Design sw_outport_reader, sky130hd; sources not shown.
**Run 1: pin placement**

Pins as bars across the die edge, other pins in grey.
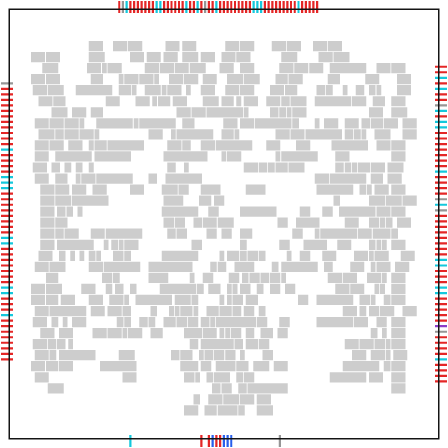
out_valid -> purple  # pins 1, direction output, edge right
out_data -> cyan  # pins 32, direction output, edge 12 right, 10 top, 9 left, 1 bottom
fifo_data -> red  # pins 128, direction input, edge 42 top, 41 right, 41 left, 4 bottom
fifo_empty -> blue  # pins 4, direction input, edge bottom
all pins by edge = 58 right, 54 top, 51 left, 10 bottom
die span in x: 105 um
IO Port Bufs: 172
Die H: 105 um

**Run 1: port wiring**

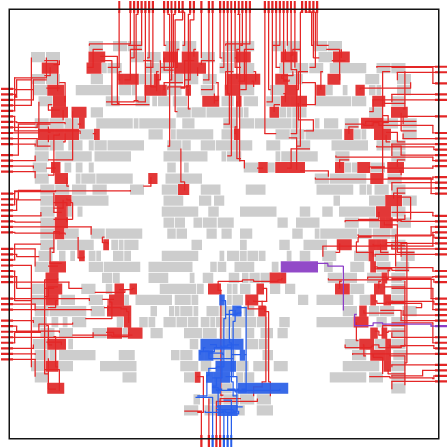
out_valid -> purple  # bits 1, direction output, edge right, end cells 1, buffers 1, wire 42.9 um
fifo_empty -> blue  # bits 4, direction input, edge bottom, end cells 14, buffers 5, wire 245 um
fifo_data -> red  # bits 128, direction input, edge 42 top, 41 right, 41 left, 4 bottom, end cells 110, buffers 128, wire 3090 um
Ports: 173

**Run 1: metal layers overlaid**

Scale bar: 20 um.
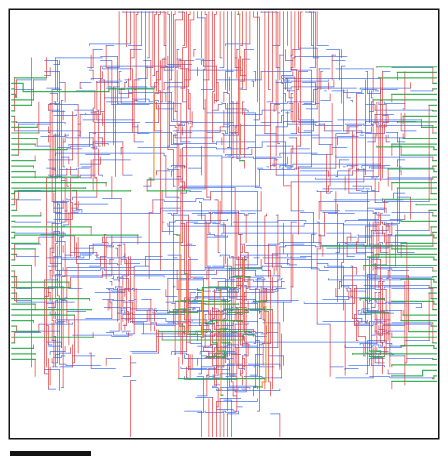
M3 -> green  # wire length 1090 um
M2 -> red  # wire length 5570 um
M1 -> blue  # wire length 4340 um
M4 -> orange  # wire length 174 um
Tot GR Track Use: 19.4%
vias post-DR: 3257
post-DR wirelength/cell: 18.3 um
WL final: 11200 um

**Run 1: routed clock nets over the placement**

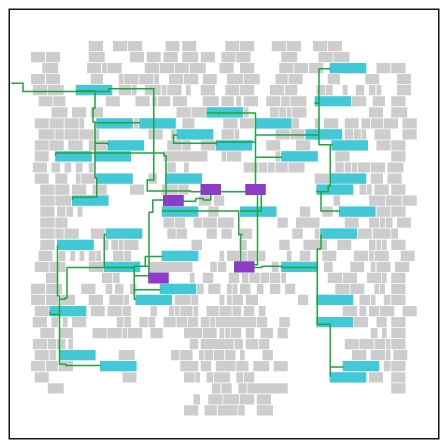
clock wires -> green  # length 593 um
clock-net drivers -> purple  # count 5
flip-flops -> cyan  # count 38
routed clock nets = 6
Latency at later pin: 290 ps
Clk pwr share: 11.8%
Clk power: 326 uW

==> run_results.csv, run 1 <==
group,metric,value,unit
worst_setup_path,crit_fanout,6,
clock_network,clk_pin_slew,90,ps
clock_network,cts_tree,"built",
finish,fin_util,56.3,%
route,drc,0,
finish,drive_above_1_share,19.4,%
finish,syn_to_final_growth,81.3,%
placement,gp_congestion,0.881,
final_timing,setup_viol,0,
yosys,syn_area,2730,um^2
grt,grt_pass1_vias,3458,
worst_setup_path,rrSetupSlack,2060,ps
yosys,yosysWarnings,0,
die,fp_util,31.0,%
final_timing,slew_violations,0,
final_timing,hold_viol,0,
grt,use_met1,22.4,%
placement,dp_hpwl,8700,um
clock_network,root_buffer,"clkbuf_8",
final_timing,finalCriticalPeriod,4840,ps
route,viasPerCell,5.35,
yosys,syn_area_per_cell,8.84,um^2
clock_network,ctsLongestPathBuffers,2,
finish,largest_reg_flops,32,
yosys,yosysUniqueCellTypes,49,
yosys,synthTopCellsByCount,"dfrtp_1 (38), nand2_1 (31), o21ai_0 (28)",
finish,final_nets,635,
yosys,edf_count,0,
route,drtIter0Drc,184,
worst_setup_path,path_common_cell,"clkdlybuf4s15_2",
yosys,yosysCellCount,309,
worst_setup_path,start_kind,"input pin",
status,status,"finished clean",
worst_setup_path,critical_path_class,"input pin to output pin",
clock_network,clock-sinks,38,
worst_setup_path,crit_required,3330,ps
## run 1: cells in the final DEF (no fill, tap or decap), types with 5 or more instances in the layout
cell type        netlist  layout
buf_4                  2      34
nand2_1               31      31
dfrtp_1               38      38
o21ai_0               28      25
o221ai_1              14      14
a221oi_1               9       9
a211oi_1               5       5
mux2i_1               12      12
clkbuf_8               0       5
a21oi_1               12      12
nor2b_1               16      15
nor2_1                23      21
a221o_1                7       7
mux2_2                25      25
inv_1                 15      15
clkdlybuf4s50_1        0     162
## run 1: tightest hold or removal path, stage by stage, from the launching register on
cell	delay, ps
dfrtp_1	350
nand2_1	40
o21ai_0	60
## run 1: layout make-up
type / instances / area, um^2
multi-input combinational: 234 / 1710
clock inverter: 3 / 68.8
inverter: 15 / 56.3
timing repair buffer: 206 / 1960
tap: 108 / 135
clock buffer: 5 / 68.8
sequential: 38 / 951
fill: 785 / 3850
## run 1: stage by stage
step	hold slack (ps)	setup slack (ps)	std cells	instance area (um^2)
finish	382	62.7	609	4950
global route	424	-4.62	609	4950
CTS	393	23.1	608	4940
detailed placement	371	-653	600	4730
global placement	362	-628	600	4730
floorplan	416	156	309	2730
## run 1: where the power goes
| group | internal [mW] | total, mW | switching [mW] |
|---|---|---|---|
| clock | 0.204 | 0.326 | 0.122 |
| sequential | 0.472 | 0.606 | 0.134 |
| combinational | 0.955 | 1.84 | 0.881 |
## run 1: repair_timing
item / 4_1_cts / 5_1_grt
buffers inserted: 0 / 1
endpoints found under the hold margin: 0 / 0
setup endpoints to repair: 5 / 3
gates resized: 34 / 11
pin swaps: 2 / 6
## run 1: logic make-up (layout without fill, tap and decap cells)
group / count (synthesis) / in the layout / share of synthesized area (%)
muxes: 38 / 38 / 15.5
and+or+nand+nor: 94 / 94 / 16.8
AOI/OAI and AO/OA: 101 / 101 / 26.6
xor gates and xnor gates: 1 / 1 / 0.321
DFF: 38 / 38 / 34.8
buffers and inverters: 37 / 229 / 6.00
## run 1: routing by layer
layer,wire length (um),part of all wire (%)
met5,0,0
met4,173,1.5
met3,1090,9.7
met2,5570,50
met1,4340,39
==> run 2: changes to the inputs <==
- SLEW_MARGIN: 20 -> 10
**Run 2: cell outlines without signal wires**

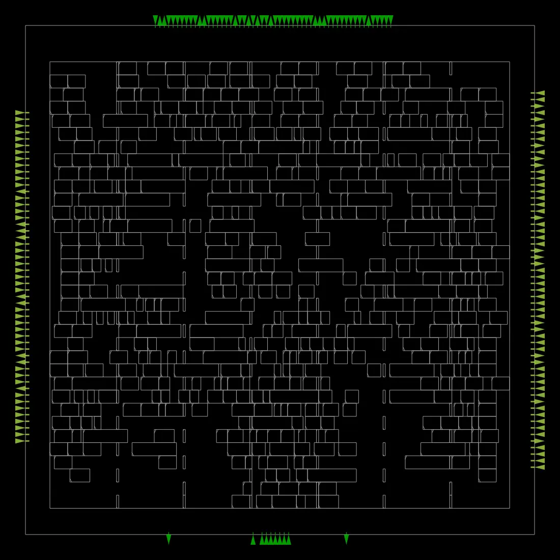
core area: 8810 um^2
Flops: 38
fillcell total: 785
sequential share of cell area: 19.2%
fin cells: 609

==> run 2 against run 1 <==
Against the previous run: wire length stayed put; total power unchanged; maximum frequency unchanged; sequential power about the same; via count unchanged; die size stayed put; worst setup slack is the same; synthesized area unchanged; first-iteration DRC count unchanged; flip-flop count stayed put; register-to-register slack about the same; largest cell class unchanged.
==> run_results.csv, run 2 <==
group,metric,value,unit
route,dr_total_vias,3257,
placement,place_area,4730,um^2
finish,final_cell_mix,"clkdlybuf4s50_1 (162), dfrtp_1 (38), buf_4 (34)",
yosys,edf_count,0,
finish,largest_reg_flops,32,
yosys,yosysUniqueCellTypes,49,
grt,groute.usage.overall,19.4,%
placement,dp_hpwl,8700,um
clock_network,clock_latency,290,ps
final_timing,finalCriticalPeriod,4840,ps
die,fp_util,31.0,%
placement,gp_congestion,0.881,
finish,lay_top_count,"clkdlybuf4s50_1",
worst_setup_path,critical_path_class,"input pin to output pin",
finish,final_area,4950,um^2
final_timing,setup_slack,62.7,ps
route,viasPerCell,5.35,
placement,numPortBuffers,172,
die,ios,173,
final_timing,hold_viol,0,
worst_setup_path,rrSetupSlack,2060,ps
yosys,yosysWarnings,0,
worst_setup_path,crit_fanout,6,
final_timing,setup_viol,0,
yosys,syn_area_per_cell,8.84,um^2
route,drc,0,
worst_setup_path,path_common_cell,"clkdlybuf4s15_2",
finish,syn_to_final_growth,81.3,%
clock_network,clk_pin_slew,90,ps
clock_network,cts_tree,"built",
finish,final_nets,635,
status,status,"finished clean",
clock_network,root_buffer,"clkbuf_8",
route,wl_per_cell,18.3,um
die,die_h,105,um
clock_network,ctsLongestPathBuffers,2,
clock_network,clock-sinks,38,
yosys,yosysCellCount,309,
die,die_w,105,um
route,totalWireLength,11200,um
worst_setup_path,start_kind,"input pin",
grt,grt_pass1_vias,3458,
**Run 2: routed clock nets over the placement**

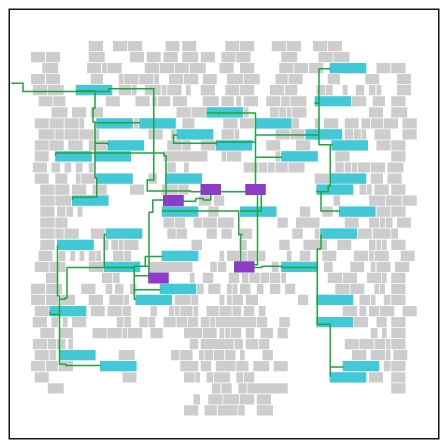
clock wires -> green  # length 593 um
clock-net drivers -> purple  # count 5
flip-flops -> cyan  # count 38
routed clock nets = 6

run 2: cell counts in the layout (fill, tap and decap cells not counted):
Identical to the previous run, type by type.
run 2: worst reg2reg max path, stage by stage (launching register included):
cell and delay, ps:
dfrtp_1 490, mux4_2 560, and2_1 190, or3_4 430
buf_4 210, a221o_1 400, a211oi_1 260, a221o_1 150
run 2: repair_timing:
action | 4_1_cts | 5_1_grt
setup endpoints to repair | 5 | 3
resized | 34 | 11
pin swaps | 2 | 6
cloned | 0 | 0
buffers inserted | 0 | 1
run 2: per-layer routing:
| metal | routed length (um) | GRT usage, % | up-vias |
|---|---|---|---|
| met5 | 0 | 0 | - |
| met4 | 173 | 4.50 | 0 |
| met3 | 1090 | 6.54 | 16 |
| met2 | 5570 | 34.7 | 175 |
| met1 | 4340 | 22.4 | 1543 |
| li1 | - | - | 1523 |
run 2: final cells by class:
class | instances | area, um^2 | share of cell area, %
Timing Repair Buffer | 206 | 1960 | 39.6
Multi-Input combinational cell | 234 | 1710 | 34.6
Tap cell | 108 | 135 | 2.73
Inverter | 15 | 56.3 | 1.14
Clock buffer | 5 | 68.8 | 1.39
Clock inverter | 3 | 68.8 | 1.39
Sequential cell | 38 | 951 | 19.2
run 2: cell families after synthesis:
logic type | count (synthesis) | share of synthesized area [%]
mux | 38 | 15.5
compound gates | 101 | 26.6
simple gates | 94 | 16.8
flops | 38 | 34.8
buf+inv | 37 | 6.00
xor+xnor | 1 | 0.321
run 2: through the flow:
step / cells / hold slack (ps) / util, %
global placement: 600 / 362 / 53.7
global route: 609 / 424 / 56.3
CTS: 608 / 393 / 56.1
finish: 609 / 382 / 56.3
detailed placement: 600 / 371 / 53.7
floorplan: 309 / 416 / -
run 2: report_power, final:
group	switching, mW	internal (mW)	total (mW)
Sequential	0.134	0.472	0.606
Combinational	0.881	0.955	1.84
Clock	0.122	0.204	0.326
No activity file was given, so power comes from the tool's default toggle rates.
